===== src/rtl/fpu_div_pkg.sv =====
// Shared types and constants for the divider front-end sequencer:
// FSM states, operand classes, canonical NaN and result flag positions.
package fpu_div_pkg;

   typedef enum logic [2:0] {
      IDLE,
      CLASSIFY,
      LAUNCH,
      WAIT,
      DONE
   } div_seq_state_t;

   typedef enum logic [2:0] {
      FP_ZERO,
      FP_SUB,
      FP_NORM,
      FP_INF,
      FP_NAN
   } fp_class_t;

   localparam logic [31:0] QNAN32 = 32'h7FC00000;

   localparam int FLG_INV = 0;
   localparam int FLG_DZ  = 1;
   localparam int FLG_OVF = 2;
   localparam int FLG_UNF = 3;
   localparam int FLG_TMO = 4;

   function automatic logic [31:0] fp_inf(input logic s);
      return {s, 8'hFF, 23'h0};
   endfunction

   function automatic logic [31:0] fp_zero(input logic s);
      return {s, 31'h0};
   endfunction

endpackage


===== src/rtl/fpu_div_sequencer_if.sv =====
// Operand/result valid-ready bundle of the divider sequencer.
// slave: sequencer side; master: producer/consumer side.
interface fpu_div_sequencer_if;

   logic        in_valid;
   logic        in_ready;
   logic [31:0] in_a;
   logic [31:0] in_b;
   logic        out_valid;
   logic        out_ready;
   logic [31:0] out_q;
   logic [4:0]  out_flags;

   modport slave (
      input  in_valid, in_a, in_b, out_ready,
      output in_ready, out_valid, out_q, out_flags
   );

   modport master (
      output in_valid, in_a, in_b, out_ready,
      input  in_ready, out_valid, out_q, out_flags
   );

endinterface


===== src/rtl/fp32_classify.sv =====
// Combinational binary32 classifier.
// Ports: x (operand) -> cls (zero/sub/norm/inf/nan), sign.
module fp32_classify
   import fpu_div_pkg::*;
(
   input  logic [31:0] x,
   output fp_class_t   cls,
   output logic        sign
);

   logic [7:0]  exp_w;
   logic [22:0] man_w;

   assign exp_w = x[30:23];
   assign man_w = x[22:0];
   assign sign  = x[31];

   always_comb begin
      cls = FP_NORM;
      unique case (1'b1)
         (exp_w == 8'h00) && (man_w == '0): cls = FP_ZERO;
         (exp_w == 8'h00) && (man_w != '0): cls = FP_SUB;
         (exp_w == 8'hFF) && (man_w == '0): cls = FP_INF;
         (exp_w == 8'hFF) && (man_w != '0): cls = FP_NAN;
         default:                           cls = FP_NORM;
      endcase
   end

endmodule


===== src/rtl/fpu_div_sequencer.sv =====
// Flow-controlled front-end for the iterative FP32 divider: resolves special
// operands locally, launches ordinary ones, waits for fin with a timeout.
// Ports: clk, rst_n, io (in/out valid-ready bundle), div_a/div_b/div_start
// to the divider, div_q/div_fin from it.
module fpu_div_sequencer
   import fpu_div_pkg::*;
#(
   parameter int TIMEOUT_CYCLES = 64
) (
   input  logic                       clk,
   input  logic                       rst_n,
   fpu_div_sequencer_if.slave         io,
   output logic [31:0]                div_a,
   output logic [31:0]                div_b,
   output logic                       div_start,
   input  logic [31:0]                div_q,
   input  logic                       div_fin
);

   localparam int CW = $clog2(TIMEOUT_CYCLES) + 1;

   div_seq_state_t state_q, state_d;
   logic [31:0]    a_q, a_d, b_q, b_d;
   logic [CW-1:0]  cnt_q, cnt_d;
   logic           in_ready_q, in_ready_d;
   logic           out_valid_q, out_valid_d;
   logic [31:0]    res_q, res_d;
   logic [4:0]     flg_q, flg_d;
   logic           start_q, start_d;
   logic [31:0]    da_q, da_d, db_q, db_d;

   fp_class_t cls_a, cls_b;
   logic      sgn_a, sgn_b;
   logic      s, za, zb, ia, ib, na, nb;

   fp32_classify u_cls_a (.x(a_q), .cls(cls_a), .sign(sgn_a));
   fp32_classify u_cls_b (.x(b_q), .cls(cls_b), .sign(sgn_b));

   // Subnormals count as zero (flush-to-zero).
   assign s  = sgn_a ^ sgn_b;
   assign za = (cls_a == FP_ZERO) || (cls_a == FP_SUB);
   assign zb = (cls_b == FP_ZERO) || (cls_b == FP_SUB);
   assign ia = (cls_a == FP_INF);
   assign ib = (cls_b == FP_INF);
   assign na = (cls_a == FP_NAN);
   assign nb = (cls_b == FP_NAN);

   always_comb begin
      state_d     = state_q;
      a_d         = a_q;
      b_d         = b_q;
      cnt_d       = cnt_q;
      in_ready_d  = in_ready_q;
      out_valid_d = out_valid_q;
      res_d       = res_q;
      flg_d       = flg_q;
      start_d     = 1'b0;
      da_d        = da_q;
      db_d        = db_q;
      unique case (state_q)
         IDLE: begin
            if (io.in_valid && in_ready_q) begin
               a_d        = io.in_a;
               b_d        = io.in_b;
               in_ready_d = 1'b0;
               state_d    = CLASSIFY;
            end
         end
         CLASSIFY: begin
            flg_d       = '0;
            state_d     = DONE;
            out_valid_d = 1'b1;
            if (na || nb || (za && zb) || (ia && ib)) begin
               res_d          = QNAN32;
               flg_d[FLG_INV] = 1'b1;
            end else if (ia) begin
               res_d = fp_inf(s);
            end else if (zb) begin
               res_d         = fp_inf(s);
               flg_d[FLG_DZ] = 1'b1;
            end else if (za || ib) begin
               res_d = fp_zero(s);
            end else begin
               state_d     = LAUNCH;
               out_valid_d = 1'b0;
               start_d     = 1'b1;
               da_d        = a_q;
               db_d        = b_q;
            end
         end
         LAUNCH: begin
            cnt_d   = '0;
            state_d = WAIT;
         end
         WAIT: begin
            cnt_d = cnt_q + CW'(1);
            // fin takes priority over a coincident timeout.
            if (div_fin) begin
               res_d          = div_q;
               flg_d          = '0;
               flg_d[FLG_OVF] = &div_q[30:23];
               flg_d[FLG_UNF] = ~|div_q[30:0];
               out_valid_d    = 1'b1;
               state_d        = DONE;
            end else if (cnt_q == CW'(TIMEOUT_CYCLES - 1)) begin
               res_d          = QNAN32;
               flg_d          = '0;
               flg_d[FLG_TMO] = 1'b1;
               out_valid_d    = 1'b1;
               state_d        = DONE;
            end
         end
         DONE: begin
            if (io.out_ready) begin
               out_valid_d = 1'b0;
               in_ready_d  = 1'b1;
               state_d     = IDLE;
            end
         end
         default: begin
            state_d = IDLE;
         end
      endcase
   end

   always_ff @(posedge clk or negedge rst_n) begin
      if (!rst_n) begin
         state_q     <= IDLE;
         a_q         <= '0;
         b_q         <= '0;
         cnt_q       <= '0;
         in_ready_q  <= 1'b1;
         out_valid_q <= 1'b0;
         res_q       <= '0;
         flg_q       <= '0;
         start_q     <= 1'b0;
         da_q        <= '0;
         db_q        <= '0;
      end else begin
         state_q     <= state_d;
         a_q         <= a_d;
         b_q         <= b_d;
         cnt_q       <= cnt_d;
         in_ready_q  <= in_ready_d;
         out_valid_q <= out_valid_d;
         res_q       <= res_d;
         flg_q       <= flg_d;
         start_q     <= start_d;
         da_q        <= da_d;
         db_q        <= db_d;
      end
   end

   assign io.in_ready  = in_ready_q;
   assign io.out_valid = out_valid_q;
   assign io.out_q     = res_q;
   assign io.out_flags = flg_q;
   assign div_start    = start_q;
   assign div_a        = da_q;
   assign div_b        = db_q;

endmodule


===== src/flat_wrapper.sv =====
// flat-port wrapper written by rule: the top's interface ports become plain ports
module fpu_div_sequencer_flat import fpu_div_pkg::*;
#(
   parameter int TIMEOUT_CYCLES = 64
)
  (clk, rst_n, div_a, div_b, div_start, div_q, div_fin, io_in_valid, io_in_a, io_in_b, io_out_ready, io_in_ready, io_out_valid, io_out_q, io_out_flags);
  fpu_div_sequencer_if io_i ();
  input  logic clk;
  input  logic rst_n;
  output logic [31:0] div_a;
  output logic [31:0] div_b;
  output logic div_start;
  input  logic [31:0] div_q;
  input  logic div_fin;
  input wire logic [$bits(io_i.in_valid)-1:0] io_in_valid;
  input wire logic [$bits(io_i.in_a)-1:0] io_in_a;
  input wire logic [$bits(io_i.in_b)-1:0] io_in_b;
  input wire logic [$bits(io_i.out_ready)-1:0] io_out_ready;
  output wire logic [$bits(io_i.in_ready)-1:0] io_in_ready;
  output wire logic [$bits(io_i.out_valid)-1:0] io_out_valid;
  output wire logic [$bits(io_i.out_q)-1:0] io_out_q;
  output wire logic [$bits(io_i.out_flags)-1:0] io_out_flags;
  assign io_i.in_valid = io_in_valid;
  assign io_i.in_a = io_in_a;
  assign io_i.in_b = io_in_b;
  assign io_i.out_ready = io_out_ready;
  assign io_in_ready = io_i.in_ready;
  assign io_out_valid = io_i.out_valid;
  assign io_out_q = io_i.out_q;
  assign io_out_flags = io_i.out_flags;
  fpu_div_sequencer #(.TIMEOUT_CYCLES(TIMEOUT_CYCLES)) u_core (.clk(clk), .rst_n(rst_n), .io(io_i), .div_a(div_a), .div_b(div_b), .div_start(div_start), .div_q(div_q), .div_fin(div_fin));
endmodule

===== config.mk =====
export PLATFORM = sky130hd
export DESIGN_NAME = fpu_div_sequencer_flat
export DESIGN_NICKNAME = d
export VERILOG_FILES = /design/src/rtl/fpu_div_pkg.sv /design/src/rtl/fpu_div_sequencer_if.sv /design/src/rtl/fp32_classify.sv /design/src/rtl/fpu_div_sequencer.sv /design/src/flat_wrapper.sv
export SDC_FILE = /design/constraint.sdc
export NUM_CORES = 1
export LEC_CHECK = 0
export CAP_MARGIN = 20
export CORE_ASPECT_RATIO = 0.6
export CORE_MARGIN = 2
export CORE_UTILIZATION = 48
export DETAILED_ROUTE_END_ITERATION = 10
export GPL_ROUTABILITY_DRIVEN = 0
export PLACE_DENSITY = 0.8
export SYNTH_ARGS = -nofsm -noshare
export SYNTH_HDL_FRONTEND = slang
export SYNTH_SLANG_ARGS = --single-unit

===== constraint.sdc =====
create_clock -name clk -period 2.35 [get_ports clk]
set_clock_uncertainty 0.15 [all_clocks]
set_input_delay 0.3525 -clock clk [delete_from_list [all_inputs] [get_ports clk]]
set_output_delay 0.3525 -clock clk [all_outputs]
set_load 0.05 [all_outputs]

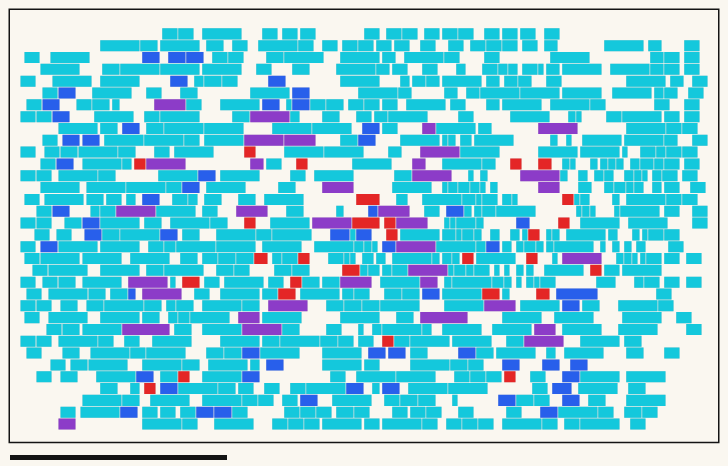
Figure 1: run 1, cells by drive strength.
Bar = 50 um.
[purple] drive 6 and up | cells: 35 | share: 4.6%
[cyan] drive 1 or less | cells: 632 | share: 84%
[blue] drive 2 | cells: 58 | share: 7.7%
[red] drive 3 to 4 | cells: 28 | share: 3.7%
Non-clk bufs: 230
Setup WS post-layout: 0.0736 ns
Area growth syn-to-layout: 41.4%
Post-Layout Inst Area: 0.0103 mm^2

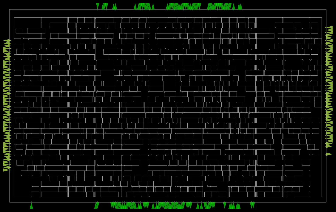
Figure 2: run 1, cell outlines without signal wires.
Core ar.: 0.0146 mm^2
Core Util, Final: 70.2%
Seq cells: 178
flop share of the area: 43.3%
fillcell total: 1,011

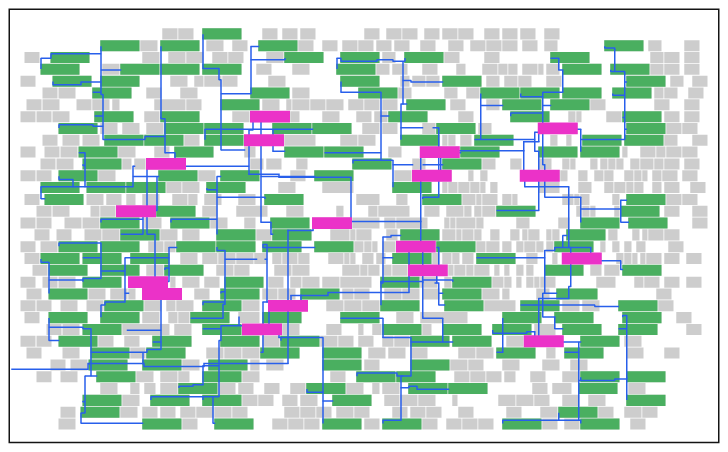
Figure 3: run 1, clock network drawn from the DEF.
[green] flip-flops | count: 178
[blue] clock wires | length: 1,920 um
[magenta] cells driving clock nets | count: 17
routed clock nets: 18
Clk network pwr share: 18.9%
clk_lat worst skew: 0.42 ns

==> reports/results.tsv, run 1 <==
stage	metric	value	unit
floorplanning	pin_count	205	
setup_path	crit_start	u_core.a_q[23]	
setup_path	critPathCapture	u_core.div_a[28]	
synth	synth_dominant_cell_count	dfrtp_1	
setup_path	r2r-end	u_core.div_a[28]	
floorplanning	fp-row-count	34	
drt	drc	0	
layout	clkbuf_count	20	
grt	met2_usage	35.8	%
setup_path	crit_cells	6	
sta	holdWs	0.314	ns
clocking	cts.sinks	178	
sta	setup_viol	0	
grt	grt_util_met1	33.2	%
floorplanning	initial_core_util	49.7	%
pwr	p_comb	6950	uW
pwr	cellLeakagePower	0.00460	uW
layout	final_common_cell	clkdlybuf4s50_1	
synth	synthArstFlopShare	100	%
pwr	p_switching	6300	uW
layout	buf_share	22.8	%
outcome	status	complete, no violations	
synth	largest_area_cell	dfrtp_1	
drt	initialDrtViolationCount	295	
pwr	switching_share	41.6	%
pwr	powerClk	2860	uW
sta	slew-limit-headroom	62.1	%
pwr	ir_worst_vdd	0.000809	V
drt	wl_met1	8250	um
drt	dr_wl_met2	8240	um
drt	routedWlPerCell	19.2	um
layout	clk_share	5.94	%
setup_path	crit_type	flop to flop	
grt	use_met3	7.92	%
layout	diodes	0	
setup_path	path_max_fanout	20	
Figure 4. Signal metal coverage by tile (run 1).
Bar = 50 um. 33 x 20 tiles, from dark purple (low) to yellow (high), scaled to the fullest tile. Values are wire area over tile area, all layers added.
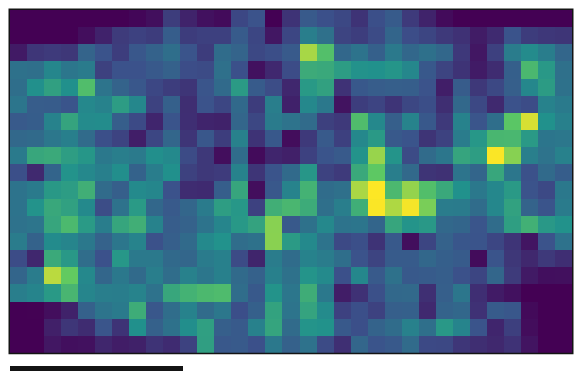

==> run 1 -> run 2 <==
--- a/config.mk
+++ b/config.mk
@@ -11,7 +11,9 @@
 export CORE_UTILIZATION = 48
 export DETAILED_ROUTE_END_ITERATION = 10
 export GPL_ROUTABILITY_DRIVEN = 0
+export MAX_ROUTING_LAYER = met4
 export PLACE_DENSITY = 0.8
+export RECOVER_POWER = 50
 export SYNTH_ARGS = -nofsm -noshare
 export SYNTH_HDL_FRONTEND = slang
 export SYNTH_SLANG_ARGS = --single-unit
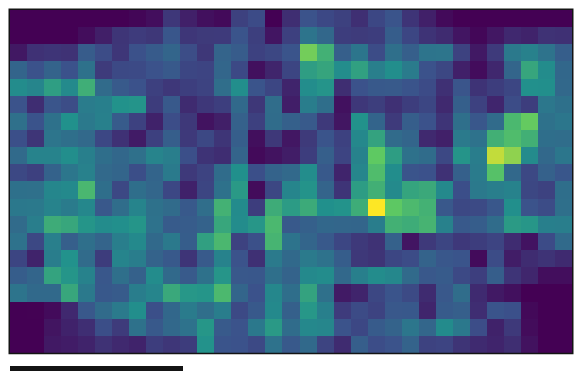
Figure 5: run 2, signal metal coverage by tile.
Bar = 50 um. 33 x 20 tiles, from dark purple (low) to yellow (high), scaled to the fullest tile. Values are wire area over tile area, all layers added.
mean over tiles: 0.18
densest ninth of the die: middle right
tiles over half the peak: 11%
nearly empty tiles: 5.5%
vias: 5,112
gr usage total: 24.5%
Avg WL per Cell: 19.2 um
drt total wl: 18,200 um

==> reports/results.tsv, run 2 <==
stage	metric	value	unit	change
outcome	status	complete, no violations		
grt	use_met3	7.30	%	-0.63 points
grt	grt_util_met1	33.7	%	+0.48 points
layout	seq_cells	178		unchanged
clocking	clock_latency	0.42	ns	about the same
pwr	pwr-share-clk	19.0	%	about the same
layout	seq_share	43.5	%	+0.15 points
pwr	p_comb	6930	uW	about the same
sta	holdWs	0.339	ns	+0.0244 ns
pwr	cellLeakagePower	0.00456	uW	-0.70%
pwr	powerClk	2870	uW	about the same
layout	clk_share	5.96	%	+0.021 points
pwr	ir_worst_vdd	0.000809	V	about the same
layout	final_common_cell	clkdlybuf4s50_1		
synth	synth_dominant_cell_count	dfrtp_1		
sta	setup_viol	0		unchanged
sta	setup_ws	0.0795	ns	+0.00591 ns
floorplanning	fp-row-count	34		unchanged
setup_path	r2r-end	u_core.div_a[28]		
floorplanning	core_area	0.0146	mm^2	unchanged
drt	initialDrtViolationCount	288		-2.4%
setup_path	crit_cells	6		unchanged
floorplanning	pin_count	205		unchanged
layout	buf_share	22.5	%	-0.26 points
layout	fin_area	0.0102	mm^2	-0.35%
setup_path	critPathCapture	u_core.div_a[28]		
Figure 6. Cells by drive strength (run 2).
Bar = 50 um.
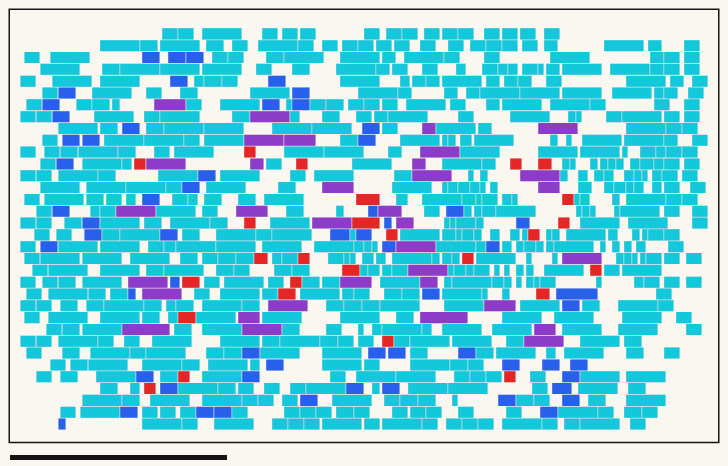

==> run 2 -> run 3 <==
--- a/config.mk
+++ b/config.mk
@@ -8,12 +8,14 @@
 export CAP_MARGIN = 20
 export CORE_ASPECT_RATIO = 0.6
 export CORE_MARGIN = 2
-export CORE_UTILIZATION = 48
+export CORE_UTILIZATION = 60
 export DETAILED_ROUTE_END_ITERATION = 10
+export DONT_BUFFER_PORTS = 1
 export GPL_ROUTABILITY_DRIVEN = 0
 export MAX_ROUTING_LAYER = met4
-export PLACE_DENSITY = 0.8
+export PLACE_DENSITY = 0.76
 export RECOVER_POWER = 50
+export SKIP_LAST_GASP = 1
 export SYNTH_ARGS = -nofsm -noshare
 export SYNTH_HDL_FRONTEND = slang
 export SYNTH_SLANG_ARGS = --single-unit
==> constraint.sdc (replaced) <==
create_clock -name clk -period 2.82 [get_ports clk]
set_clock_uncertainty 0.15 [all_clocks]
set_input_delay 0.423 -clock clk [delete_from_list [all_inputs] [get_ports clk]]
set_output_delay 0.423 -clock clk [all_outputs]
set_load 0.05 [all_outputs]
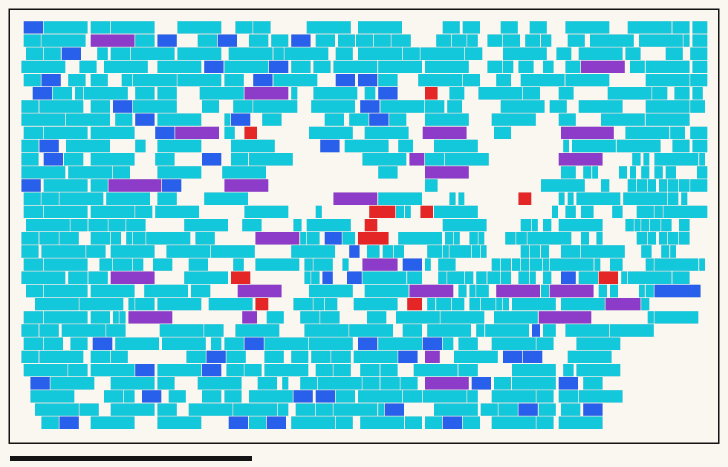
Figure 7: run 3, cells by drive strength.
Bar = 50 um.
[blue] drive 2 | cells: 56 | share: 9.2%
[purple] drive 6 and up | cells: 25 | share: 4.1%
[red] drive 3 to 4 | cells: 11 | share: 1.8%
[cyan] drive 1 or less | cells: 520 | share: 85%
Setup WS post-layout: 0.366 ns
Post-Layout Inst Area: 0.00875 mm^2
Non-clk bufs: 90
Area growth syn-to-layout: 20.4%

==> reports/results.tsv, run 3 <==
stage	metric	value	unit	change
outcome	status	finished with violations		
outcome	violations	hold timing		
setup_path	r2r-end	u_core.div_a[20]		
pwr	pwr-share-clk	21.3	%	+2.3 points
floorplanning	pin_count	205		unchanged
sta	hold_viol_final	178		
layout	seq_share	50.9	%	+7.4 points
layout	clk_share	6.73	%	+0.77 points
drt	initialDrtViolationCount	289		+0.35%
synth	synth_dominant_cell_count	dfrtp_1		
drt	routed_wl	16500	um	-9.5%
pwr	p_comb	2230	uW	-68%
layout	buf_share	10.4	%	-12 points
pwr	ir_worst_vdd	0.000650	V	-20%
floorplanning	fp-row-count	31		-8.8%
drt	vias	4587		-10%
floorplanning	core_area	0.0119	mm^2	-18%
layout	seq_cells	178		unchanged
grt	track_usage	26.9	%	+2.4 points
grt	grt_util_met1	35.0	%	+1.3 points
drt	routedWlPerCell	21.2	um	+11%
pwr	powerClk	2380	uW	-17%
sta	holdWs	-0.457	ns	-0.796 ns

==> notes/layouts.md <==
Pictures saved along the way, in no particular order.

M4 wires.
Bar = 50 um. Supply wires on this layer in grey.
picture 1
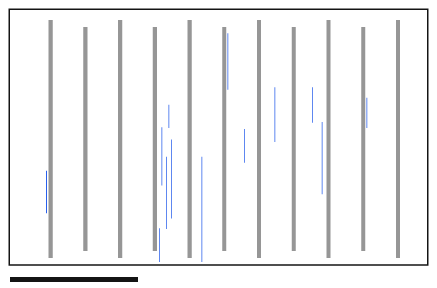
picture 2
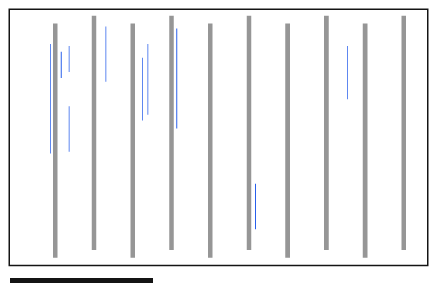
- picture 1 = run 2
- picture 2 = run 3

Key to picture 2:
wire length on this layer: 205 um
share of all routed wire: 1.2%
main direction: vertical

Power and IR drop assume default switching activity.
